### src/rtl/uart_cmd_pkg.sv
// Shared types and constants for the UART command decoder.
// Command bytes, one-hot indices, FSM states, default NAK byte.
package uart_cmd_pkg;

  typedef enum logic [2:0] {
    IDLE,
    POP,
    CAPT,
    DEC,
    ECHO
  } state_t;

  localparam logic [7:0] ASC_R = 8'h52;
  localparam logic [7:0] ASC_L = 8'h4C;
  localparam logic [7:0] ASC_U = 8'h55;
  localparam logic [7:0] ASC_D = 8'h44;
  localparam logic [7:0] ASC_F = 8'h46;
  localparam logic [7:0] ASC_W = 8'h57;
  localparam logic [7:0] ASC_C = 8'h43;

  localparam int CMD_R = 0;
  localparam int CMD_L = 1;
  localparam int CMD_U = 2;
  localparam int CMD_D = 3;
  localparam int CMD_F = 4;
  localparam int CMD_W = 5;
  localparam int CMD_C = 6;
  localparam int CMD_N = 7;

  localparam logic [7:0] NAK_DEF = 8'h3F;

  function automatic logic [7:0] to_upper(
    input logic [7:0] b
  );
    logic [7:0] r;
    r = b;
    if (b >= 8'h61 && b <= 8'h7A)
      r = b - 8'h20;
    return r;
  endfunction

endpackage

### src/rtl/uart_cmd_lut.sv
// Byte to one-hot command map with a known flag.
// Purely combinational; case folding set by CASE_INSENSITIVE.
module uart_cmd_lut
  import uart_cmd_pkg::*;
#(
  parameter bit CASE_INSENSITIVE = 1'b1
) (
  input  logic [7:0]       data,
  output logic [CMD_N-1:0] cmd_oh,
  output logic             known
);

  logic [7:0] c;

  always_comb begin
    c = CASE_INSENSITIVE ? to_upper(data) : data;
    cmd_oh = '0;
    unique case (1'b1)
      (c == ASC_R): cmd_oh[CMD_R] = 1'b1;
      (c == ASC_L): cmd_oh[CMD_L] = 1'b1;
      (c == ASC_U): cmd_oh[CMD_U] = 1'b1;
      (c == ASC_D): cmd_oh[CMD_D] = 1'b1;
      (c == ASC_F): cmd_oh[CMD_F] = 1'b1;
      (c == ASC_W): cmd_oh[CMD_W] = 1'b1;
      (c == ASC_C): cmd_oh[CMD_C] = 1'b1;
      default: ;
    endcase
    known = |cmd_oh;
  end

endmodule

### src/rtl/uart_cmd_decoder.sv
// UART RX byte -> virtual button pulses / switch toggles.
// Define UART_CMD_ECHO_EN to echo each byte (or NAK) to TX.
module uart_cmd_decoder
  import uart_cmd_pkg::*;
#(
  parameter bit         CASE_INSENSITIVE = 1'b1,
  parameter logic [7:0] NAK_CHAR         = NAK_DEF
) (
  input  logic       clk,
  input  logic       rst,
  input  logic       rx_fifo_empty,
  input  logic [7:0] rx_fifo_rdata,
  output logic       rx_fifo_pop,
  input  logic       tx_fifo_full,
  output logic       tx_fifo_push,
  output logic [7:0] tx_fifo_wdata,
  output logic       cmd_btn_r,
  output logic       cmd_btn_l,
  output logic       cmd_btn_u,
  output logic       cmd_btn_d,
  output logic       cmd_sw_fmt,
  output logic       cmd_sw_wtch,
  output logic       cmd_sw_calib
);

  state_t           state;
  logic [7:0]       byte_q;
  logic [CMD_N-1:0] cmd_oh;
  logic             known;

  uart_cmd_lut #(
    .CASE_INSENSITIVE(CASE_INSENSITIVE)
  ) u_lut (
    .data   (byte_q),
    .cmd_oh (cmd_oh),
    .known  (known)
  );

`ifndef UART_CMD_ECHO_EN
  logic unused_ok;
  assign unused_ok     = ^{tx_fifo_full, known};
  assign tx_fifo_push  = 1'b0;
  assign tx_fifo_wdata = 8'h00;
`endif

  always_ff @(posedge clk or posedge rst) begin
    if (rst) begin
      state        <= IDLE;
      byte_q       <= 8'h00;
      rx_fifo_pop  <= 1'b0;
      cmd_btn_r    <= 1'b0;
      cmd_btn_l    <= 1'b0;
      cmd_btn_u    <= 1'b0;
      cmd_btn_d    <= 1'b0;
      cmd_sw_fmt   <= 1'b0;
      cmd_sw_wtch  <= 1'b0;
      cmd_sw_calib <= 1'b0;
`ifdef UART_CMD_ECHO_EN
      tx_fifo_push  <= 1'b0;
      tx_fifo_wdata <= 8'h00;
`endif
    end else begin
      rx_fifo_pop <= 1'b0;
      cmd_btn_r   <= 1'b0;
      cmd_btn_l   <= 1'b0;
      cmd_btn_u   <= 1'b0;
      cmd_btn_d   <= 1'b0;
`ifdef UART_CMD_ECHO_EN
      tx_fifo_push <= 1'b0;
`endif
      unique case (state)
        IDLE: begin
          if (!rx_fifo_empty) begin
            state       <= POP;
            rx_fifo_pop <= 1'b1;
          end
        end
        POP: state <= CAPT;
        CAPT: begin
          byte_q <= rx_fifo_rdata;
          state  <= DEC;
        end
        DEC: begin
          cmd_btn_r    <= cmd_oh[CMD_R];
          cmd_btn_l    <= cmd_oh[CMD_L];
          cmd_btn_u    <= cmd_oh[CMD_U];
          cmd_btn_d    <= cmd_oh[CMD_D];
          cmd_sw_fmt   <= cmd_sw_fmt ^ cmd_oh[CMD_F];
          cmd_sw_wtch  <= cmd_sw_wtch ^ cmd_oh[CMD_W];
          cmd_sw_calib <= cmd_sw_calib ^ cmd_oh[CMD_C];
`ifdef UART_CMD_ECHO_EN
          state <= ECHO;
`else
          state <= IDLE;
`endif
        end
`ifdef UART_CMD_ECHO_EN
        // Stall here while TX is full; no further pops.
        ECHO: begin
          if (!tx_fifo_full) begin
            tx_fifo_push  <= 1'b1;
            tx_fifo_wdata <= known ? byte_q : NAK_CHAR;
            state         <= IDLE;
          end
        end
`endif
        default: state <= IDLE;
      endcase
    end
  end

endmodule
### config.mk
export PLATFORM = sky130hd
export DESIGN_NAME = uart_cmd_decoder
export DESIGN_NICKNAME = d
export VERILOG_FILES = /design/src/rtl/uart_cmd_pkg.sv /design/src/rtl/uart_cmd_lut.sv /design/src/rtl/uart_cmd_decoder.sv
export SDC_FILE = /design/constraint.sdc
export NUM_CORES = 1
export LEC_CHECK = 0
export CAP_MARGIN = 20
export CORE_MARGIN = 5
export CORE_UTILIZATION = 40
export DETAILED_ROUTE_END_ITERATION = 10
export PLACE_DENSITY = 0.71
export SLEW_MARGIN = 10
export SYNTH_ARGS = -nofsm -noshare
export SYNTH_HDL_FRONTEND = slang
export SYNTH_SLANG_ARGS = --single-unit
### constraint.sdc
create_clock -name clk -period 2.2 [get_ports clk]
set_clock_uncertainty 0.1 [all_clocks]
set_input_delay 0.55 -clock clk [delete_from_list [all_inputs] [get_ports clk]]
set_output_delay 0.55 -clock clk [all_outputs]
set_load 0.05 [all_outputs]
### Supply network

(6 px per micron) Pins as bars on the die edge.
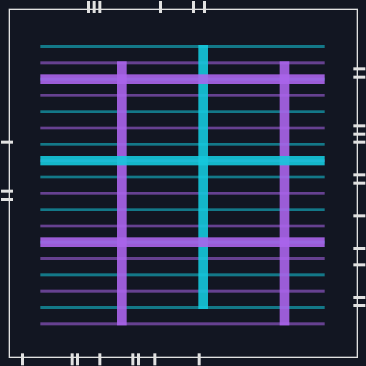
Key: cyan = VDD; purple = VSS
The core has 17 rows. 3 straps on met4. 18 met1 rails follow the rows. 29 signal pins sit on the boundary. 3 straps on met5.

### Clock wires, drivers and flops

(4 px per micron)
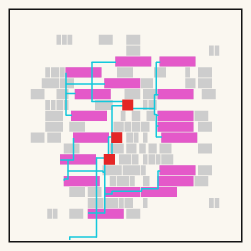
Key: red = cells driving clock nets [count 3]; cyan = clock wires [length 195 microns]; magenta = flip-flops [count 18]
There are 4 routed clock nets.

### The clock network

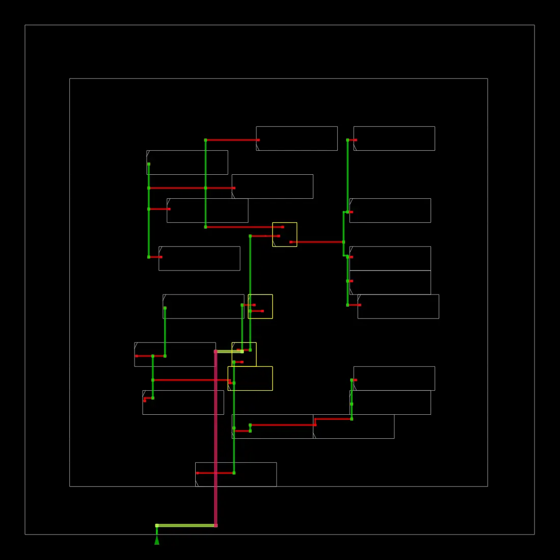
Flops: 18
P_clk: 0.194 mW
Sink Count: 18
TritonCTS Buffers: 3
clk_lat worst skew: 0.28 ns

## through the flow
stage | hold WS [ns] | cells | setup slack (ns) | utilization (%) | total power [mW]
floorplan | 0.3875 | 92 | 0.5925 | - | 1.058
global placement | 0.3555 | 129 | 0.4026 | 49.91 | 1.184
detailed placement | 0.3623 | 129 | 0.3930 | 49.91 | 1.206
CTS | 0.3786 | 133 | 0.06934 | 51.57 | 1.402
global route | 0.3866 | 133 | 0.04234 | 51.57 | 1.513
finish | 0.3698 | 133 | 0.08118 | 51.57 | 1.389
## layout by cell type (no fill, tap or decap)
cell / instances
dfrtp_1: 18
clkdlybuf4s50_1: 18
conb_1: 9
nand2_1: 6
mux2_2: 5
inv_1: 5
nor2_1: 5
ha_1: 5
o21ai_0: 4
clkbuf_4: 3
or2_1: 2
or3_1: 2
nor4_1: 2
nor3_1: 2
xor2_1: 2
xnor2_1: 2
o21ai_1: 1
mux2i_1: 1
a22o_1: 1
a311o_1: 1
nand3b_1: 1
o21a_1: 1
nand3_1: 1
and3b_1: 1
and3_1: 1
and4b_1: 1
nor2b_1: 1
nand4b_1: 1
mux2_1: 1
clkbuf_8: 1
buf_4: 1
## report_power, final
group          internal [mW]  total, mW  switching, mW  leakage (nW)
Combinational          0.281      0.634          0.353         0.271
Sequential             0.451      0.561          0.110         0.230
Clock                  0.101      0.194         0.0938        0.0210
## routing by layer
metal,global-route usage (%),routed length (microns),vias to the layer above
met4,4.967,19,0
met1,10.36,582,289
met3,1.559,109,2
li1,-,-,308
met5,0,0,-
met2,14.84,705,17
## final timing paths
path                            cells after the start         start           end
min in group asynchronous                           3           rst     cmd_btn_r
worst max register to register                      6     byte_q[5]     cmd_btn_l
max in group asynchronous                           3           rst     byte_q[7]
worst min-delay path                                1    cmd_sw_fmt    cmd_sw_fmt
worst min register to register                      1    cmd_sw_fmt    cmd_sw_fmt
worst max-delay path                                1  cmd_sw_calib  cmd_sw_calib
## final cells by class
cell class / instances / area share, %
clock buffer: 4 / 3.212
timing repair buffer: 19 / 16.61
tap: 28 / 3.101
sequential: 18 / 39.87
multi-input combinational: 59 / 35.55
inverter: 5 / 1.661
## flip-flops by register name (all words and copies together), names as in the netlist
| signal | count |
|---|---|
| cmd_sw_calib | 1 |
| cmd_btn_d | 1 |
| cmd_btn_u | 1 |
| rx_fifo_pop | 1 |
| cmd_btn_r | 1 |
| cmd_sw_wtch | 1 |
| cmd_btn_l | 1 |
| state | 2 |
| byte_q | 8 |
| cmd_sw_fmt | 1 |
## Yosys cell counts (4+ instances only)
library cell	count
ha_1	5
mux2_2	5
buf_4	9
dfrtp_1	18
inv_1	5
nand2_1	6
o21ai_0	4
nor2_1	5
## cell families (layout without fill, tap and decap cells)
logic type,Yosys count,in the layout,synth area share [%]
simple gates,26,26,15.50
flops,18,18,49.38
buf+inv,15,28,9.876
compound gates,8,8,5.624
mux,7,7,8.504
fa+ha+maj,5,5,6.859
xor+xnor,4,4,3.842
other cells,1,9,0.4111
==> impl_metrics.env <==
# yosys + openroad results
export IMPL_grt_max_degree=19
export IMPL_cts_hold_buf=0
export IMPL_synth_main_ff_cell="dfrtp_1"
export IMPL_cts_buffer_depth=2
export IMPL_start_kind="flip-flop"
export IMPL_numSynthFlops=18
export IMPL_initial_core_util_pct=41.63
export IMPL_yosys_stat_area_sq_um=912.1
export IMPL_grt_overflow_total=0
export IMPL_ys_cells=84
export IMPL_yosysTopAreaCell="dfrtp_1"
export IMPL_dieArea_sq_um=3335
export IMPL_htree_levels=1
export IMPL_worst_setup_path_type="flip-flop to output port"
export IMPL_drt_iter0_drc=5
export IMPL_num_vias=616
export IMPL_hold_viol=0
export IMPL_flop_area_sq_um=450.4
export IMPL_ys_seq_share_pct=49.38
export IMPL_synth_area_sq_um=912.1
export IMPL_io_pins=29
export IMPL_async_reset_ff_share_pct=100.0
export IMPL_max_cap_viol_count=0
export IMPL_coreArea_sq_um=2191
export IMPL_drcViolationCount=0
export IMPL_die_h_microns=57.75
export IMPL_fin_setup_tns_ns=0
export IMPL_power_leakage_nw=0.5217
export IMPL_status="finished clean"
export IMPL_ys_warn_count=0
export IMPL_vias_per_cell=4.632
export IMPL_drive_gt1_share_pct=9.524
export IMPL_synth_cells=84
export IMPL_rows=17
export IMPL_cts_resized=0
export IMPL_area_growth_pct=23.87
export IMPL_report_final_slew_viol_count=0
export IMPL_tool_warnings=30
export IMPL_setup_viol_count_final=0
export IMPL_antenna_found_initial=0
export IMPL_cp_arrival_ns=1.47
export IMPL_final_area_sq_um=1130
export IMPL_required_ns=1.55
export IMPL_synth_area_top_cells="dfrtp_1 49%, buf_4 7.4%, ha_1 6.9%, mux2_2 6.2%, nand2_1 2.5%"
export IMPL_fin_nets=123
export IMPL_cp_max_fo=2
export IMPL_path_buffers=1
export IMPL_fmax_mhz=472.0
export IMPL_min_path_type="flip-flop to flip-flop"
export IMPL_finalCritPeriodShare_pct=96.31
export IMPL_gr_usage_all_layers_pct=8.758
export IMPL_nFillCells=193
export IMPL_synth_area_per_cell_sq_um=10.86
export IMPL_fp_dieW_microns=57.75
export IMPL_cts_root_buf="clkbuf_4"
export IMPL_layout_min_cycle_time_ns=2.119
export IMPL_place_gp_congestion=0.9178
export IMPL_rsz0062_at_grt="false"
export IMPL_detail_route_wl_per_cell_microns=10.65
export IMPL_netlist_area_leader_share_pct=49.38
export IMPL_io_buffer_count=18
export IMPL_critPathCaptureType="output port"
export IMPL_clkTransAtPathRegs_ns=0.10
export IMPL_wirelength_mm=1.417
export IMPL_cts_tree="done"
export IMPL_yosysUniqueCellTypes=29
export IMPL_grt_first_pass_wirelength_mm=2.283
export IMPL_cts_setup_buffers=0
export IMPL_ff2ff_setup_slack_ns=0.50
export IMPL_num_antenna_cells=0
export IMPL_grt_pass1_vias=556
export IMPL_p_per_area_nw_per_um2=1229
export IMPL_place_area_sq_um=1094
export IMPL_crit_chain="clkdlybuf4s50_1"
export IMPL_dr_pass1_iters=4
export IMPL_cpPeakStageDelay_ns=0.81
export IMPL_cp_top_family="buffers and inverters"
export IMPL_dp_hpwl_mm=1.132
export IMPL_final_comb_area_sq_um=401.6
export IMPL_ir_drop_mv=0.5492
export IMPL_ant_nets=0
export IMPL_crit_path_top_delay_cell="clkdlybuf4s50_1"
export IMPL_synth_edff_count=0
No activity file was given, so power comes from the tool's default toggle rates.
